`config.mk`:
```
export PLATFORM = sky130hd
export DESIGN_NAME = bcd_serial_subtractor
export DESIGN_NICKNAME = d
export VERILOG_FILES = /design/src/rtl/bcd_pkg.sv /design/src/rtl/bcd_digit_sub.sv /design/src/rtl/bcd_serial_subtractor.sv
export SDC_FILE = /design/constraint.sdc
export NUM_CORES = 1
export LEC_CHECK = 0
export ABC_AREA = 1
export CAP_MARGIN = 20
export CORE_ASPECT_RATIO = 2
export CORE_MARGIN = 3
export CORE_UTILIZATION = 35
export DETAILED_ROUTE_END_ITERATION = 10
export GPL_ROUTABILITY_DRIVEN = 0
export PLACE_DENSITY = 0.64
export SLEW_MARGIN = 20
export SYNTH_ARGS = -nofsm -noshare
export SYNTH_HDL_FRONTEND = slang
export SYNTH_HIERARCHICAL = 1
export SYNTH_SLANG_ARGS = --single-unit
export TNS_END_PERCENT = 10
```
`constraint.sdc`:
```
create_clock -name clk -period 4.5 [get_ports clk]
set_input_delay 0.675 -clock clk [delete_from_list [all_inputs] [get_ports clk]]
set_output_delay 0.675 -clock clk [all_outputs]
set_load 0.02 [all_outputs]
```
`src/rtl/bcd_pkg.sv`:
```
// Shared constants and FSM state type for the digit-serial BCD subtractor.
package bcd_pkg;

    localparam int unsigned DIGIT_W = 4;
    localparam logic [3:0]  BCD_TEN = 4'd10;
    localparam logic [3:0]  BCD_MAX = 4'd9;

    typedef enum logic [1:0] {
        StIdle = 2'd0,
        StSub  = 2'd1,
        StCorr = 2'd2,
        StDone = 2'd3
    } state_e;

endpackage

```
`src/rtl/bcd_digit_sub.sv`:
```
// Single BCD digit subtract with borrow: d = x - y - bin, wrapped into 0..9.
module bcd_digit_sub
    import bcd_pkg::*;
(
    input  logic [3:0] x,
    input  logic [3:0] y,
    input  logic       bin,
    output logic [3:0] d,
    output logic       bout
);

    logic [4:0] t;

    always_comb begin
        t    = {1'b0, x} - {1'b0, y} - {4'b0000, bin};
        // Sign bit of the 5-bit difference is the borrow; add ten to fold back.
        bout = t[4];
        d    = bout ? (t[3:0] + BCD_TEN) : t[3:0];
    end

endmodule

```
`src/rtl/bcd_serial_subtractor.sv`:
```
// Digit-serial packed-BCD |A - B| with sign flag; one digit per clock, LSD first,
// followed by a ten's-complement correction pass when A < B.
module bcd_serial_subtractor
    import bcd_pkg::*;
#(
    parameter int unsigned DIGITS = 4
) (
    input  logic                      clk,
    input  logic                      rst,
    input  logic                      start,
    input  logic [DIGIT_W*DIGITS-1:0] a,
    input  logic [DIGIT_W*DIGITS-1:0] b,
    output logic                      busy,
    output logic                      done,
    output logic [DIGIT_W*DIGITS-1:0] diff,
    output logic                      negative,
    output logic                      invalid
);

    localparam int unsigned IdxW = (DIGITS > 1) ? $clog2(DIGITS) : 1;
    localparam logic [IdxW-1:0] IdxLast = IdxW'(DIGITS - 1);

    state_e                    state_q;
    logic [IdxW-1:0]           idx_q;
    logic                      borrow_q;
    logic [DIGIT_W*DIGITS-1:0] a_q;
    logic [DIGIT_W*DIGITS-1:0] b_q;
    logic [DIGIT_W*DIGITS-1:0] diff_q;
    logic                      negative_q;
    logic                      invalid_q;
    logic                      busy_q;
    logic                      done_q;

    logic                      in_bad;
    logic [3:0]                sub_x;
    logic [3:0]                sub_y;
    logic [3:0]                sub_d;
    logic                      sub_bout;

    always_comb begin
        in_bad = 1'b0;
        for (int unsigned i = 0; i < DIGITS; i++) begin
            if (a[DIGIT_W*i +: DIGIT_W] > BCD_MAX || b[DIGIT_W*i +: DIGIT_W] > BCD_MAX) begin
                in_bad = 1'b1;
            end
        end
    end

    // One digit slice shared by both passes; CORR computes 0 - diff_i - borrow.
    always_comb begin
        if (state_q == StCorr) begin
            sub_x = 4'd0;
            sub_y = diff_q[DIGIT_W*idx_q +: DIGIT_W];
        end else begin
            sub_x = a_q[DIGIT_W*idx_q +: DIGIT_W];
            sub_y = b_q[DIGIT_W*idx_q +: DIGIT_W];
        end
    end

    bcd_digit_sub u_digit (
        .x    (sub_x),
        .y    (sub_y),
        .bin  (borrow_q),
        .d    (sub_d),
        .bout (sub_bout)
    );

    always_ff @(posedge clk) begin
        if (rst) begin
            state_q    <= StIdle;
            idx_q      <= '0;
            borrow_q   <= 1'b0;
            a_q        <= '0;
            b_q        <= '0;
            diff_q     <= '0;
            negative_q <= 1'b0;
            invalid_q  <= 1'b0;
            busy_q     <= 1'b0;
            done_q     <= 1'b0;
        end else begin
            unique case (state_q)
                StIdle: begin
                    if (start) begin
                        a_q        <= a;
                        b_q        <= b;
                        diff_q     <= '0;
                        negative_q <= 1'b0;
                        borrow_q   <= 1'b0;
                        idx_q      <= '0;
                        busy_q     <= 1'b1;
                        if (in_bad) begin
                            invalid_q <= 1'b1;
                            done_q    <= 1'b1;
                            state_q   <= StDone;
                        end else begin
                            invalid_q <= 1'b0;
                            state_q   <= StSub;
                        end
                    end
                end
                StSub: begin
                    diff_q[DIGIT_W*idx_q +: DIGIT_W] <= sub_d;
                    if (idx_q == IdxLast) begin
                        idx_q    <= '0;
                        borrow_q <= 1'b0;
                        if (sub_bout) begin
                            state_q <= StCorr;
                        end else begin
                            done_q  <= 1'b1;
                            state_q <= StDone;
                        end
                    end else begin
                        idx_q    <= idx_q + 1'b1;
                        borrow_q <= sub_bout;
                    end
                end
                StCorr: begin
                    diff_q[DIGIT_W*idx_q +: DIGIT_W] <= sub_d;
                    if (idx_q == IdxLast) begin
                        idx_q      <= '0;
                        borrow_q   <= 1'b0;
                        negative_q <= 1'b1;
                        done_q     <= 1'b1;
                        state_q    <= StDone;
                    end else begin
                        idx_q    <= idx_q + 1'b1;
                        borrow_q <= sub_bout;
                    end
                end
                StDone: begin
                    done_q  <= 1'b0;
                    busy_q  <= 1'b0;
                    state_q <= StIdle;
                end
                default: state_q <= StIdle;
            endcase
        end
    end

    assign busy     = busy_q;
    assign done     = done_q;
    assign diff     = diff_q;
    assign negative = negative_q;
    assign invalid  = invalid_q;

endmodule

```
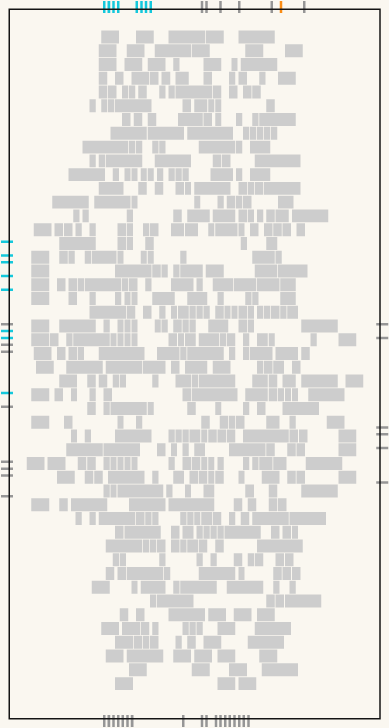
Fig. 1. I/O pins on the die edge.
Pins as bars across the die edge, other pins in gray.
color	port	pins	direction	edge
orange	rst	1	input	north
cyan	a	16	input	8 west, 8 north
all pins by edge	18 south, 16 west, 15 north, 6 east

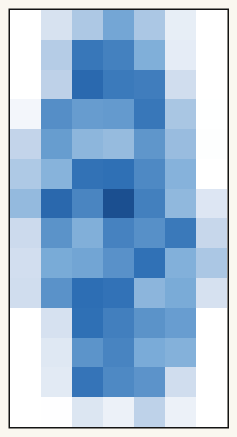
Fig. 2. Local utilization.
The die is cut into 7 by 14 equal tiles; white is low, dark blue is high, 0 to 100% covered.
densest ninth of the die	center
nearly empty tiles	18%
mean over tiles	38%
fullest tile	87%
tiles over 75% full	4.1%
fin util: 46.5%
core area: 8710 sq um

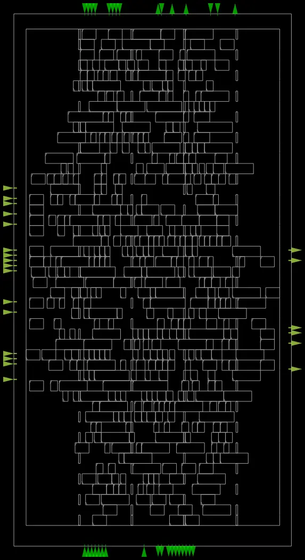
Fig. 3. Placement view.
Non-Filler Instances: 605
# rows: 48
flop count: 57
Tap Cells: 100
# fillers: 901

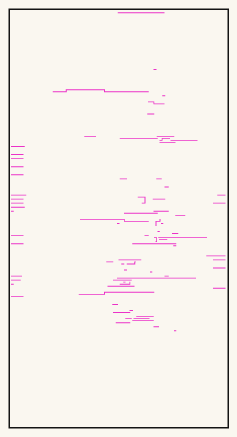
Fig. 4. M3 wires.
share of all routed wire	4.6%
wire length on this layer	398 um
main direction	horizontal
longest straight run	26.2 um
nets with wire on the layer	56

==> impl_metrics.json <==
{
  "outcome": "complete, no violations",
  "ys_chip_area_sq_um": 3140,
  "hp-start": "b_q[6]$_SDFFE_PP0P_",
  "io_buffers": 54,
  "pre_cts_ws_ns": 0.633,
  "grt_pass1_wl_um": 14100,
  "rrSetupSlack_ns": 0.55,
  "nClkBuffers": 14,
  "synth.logic.top_family": "simple AND/OR/NAND/NOR gates",
  "combGateArea_sq_um": 1750,
  "synth_top_flop_cell": "dfxtp_1",
  "wl_met2_um": 4850,
  "dieArea_sq_um": 10200,
  "grt.busiest_layer": "met2",
  "min_delay_path_depth": 2,
  "grt_overflow_total": 0,
  "max_cap_violations": 0,
  "fin_worst_skew_ns": 0.00569,
  "use_met3_pct": 4.24,
  "worst_hold_slack_ns": 0.474,
  "routedWlPerCell_um": 14.4,
  "place_area_sq_um": 3750,
  "largest_area_cell": "dfxtp_1",
  "fin_crit_sh_pct": 87.8,
  "grt_usage_pct": 17.9,
  "via_per_inst": 5.14,
  "dr_wl_met3_um": 398,
  "routed_wl_um": 8700,
  "synth-xor-area-share_pct": 0.279,
  "cts_resized": 0,
  "tool_warnings": 34,
  "tns_ns": 0,
  "highest_layer": "met4",
  "reg2reg_depth": 22,
  "worstMarginPinSlew_ns": 0.933,
  "fin_nets": 553,
  "antenna_found_initial": 0,
  "setup_viol": 0,
  "largest_class": "combinational gates",
  "path_class": "flip-flop to flip-flop",
  "final_cell_mix": "108 x nor2_1, 80 x o21ai_0, 57 x dfxtp_1",
  "slew_violations": 0,
  "crit_path_start_kind": "flip-flop",
  "met2_usage_pct": 32.8,
  "startpoint": "state_q[0]$_SDFFE_PP0P_",
  "wl_met1_um": 3070,
  "ys_sh_aoi_pct": 22.1,
  "edf_count": 0,
  "final_common_cell": "nor2_1",
  "cpPeakStageDelay_ns": 0.46,
  "clk_share_pct": 7.27,
  "yosysWarnings": 6,
  "clockRootBuffer": "clkbuf_16",
  "finalHoldViolCount": 0,
  "synthAdderAreaFrac_pct": 7.65,
  "r2r_start": "state_q[0]$_SDFFE_PP0P_",
  "final-nonclk-buf-share_pct": 14.1,
  "first_iter_violations": 167,
  "synth_flops": 57,
  "die-height_um": 140,
  "ys_cells": 451,
  "ctsHoldBuffers": 0,
  "first_pass_iters": 5,
  "crit_fanout": 16,
  "end_kind": "flip-flop",
  "ys_sh_simple_pct": 25.7,
  "common_cells": "108 x nor2_1, 80 x o21ai_0, 57 x dfxtp_1",
  "cp_top_family": "adder cells",
  "path_buffers": 6,
  "grt_max_degree": 50,
  "drive_gt1_share_pct": 7.92,
  "vias": 3109,
  "grt_pass1_vias": 3047,
  "cts.htree.levels": 3,
  "post-route-worst-setup-slack_ns": 0.551
}
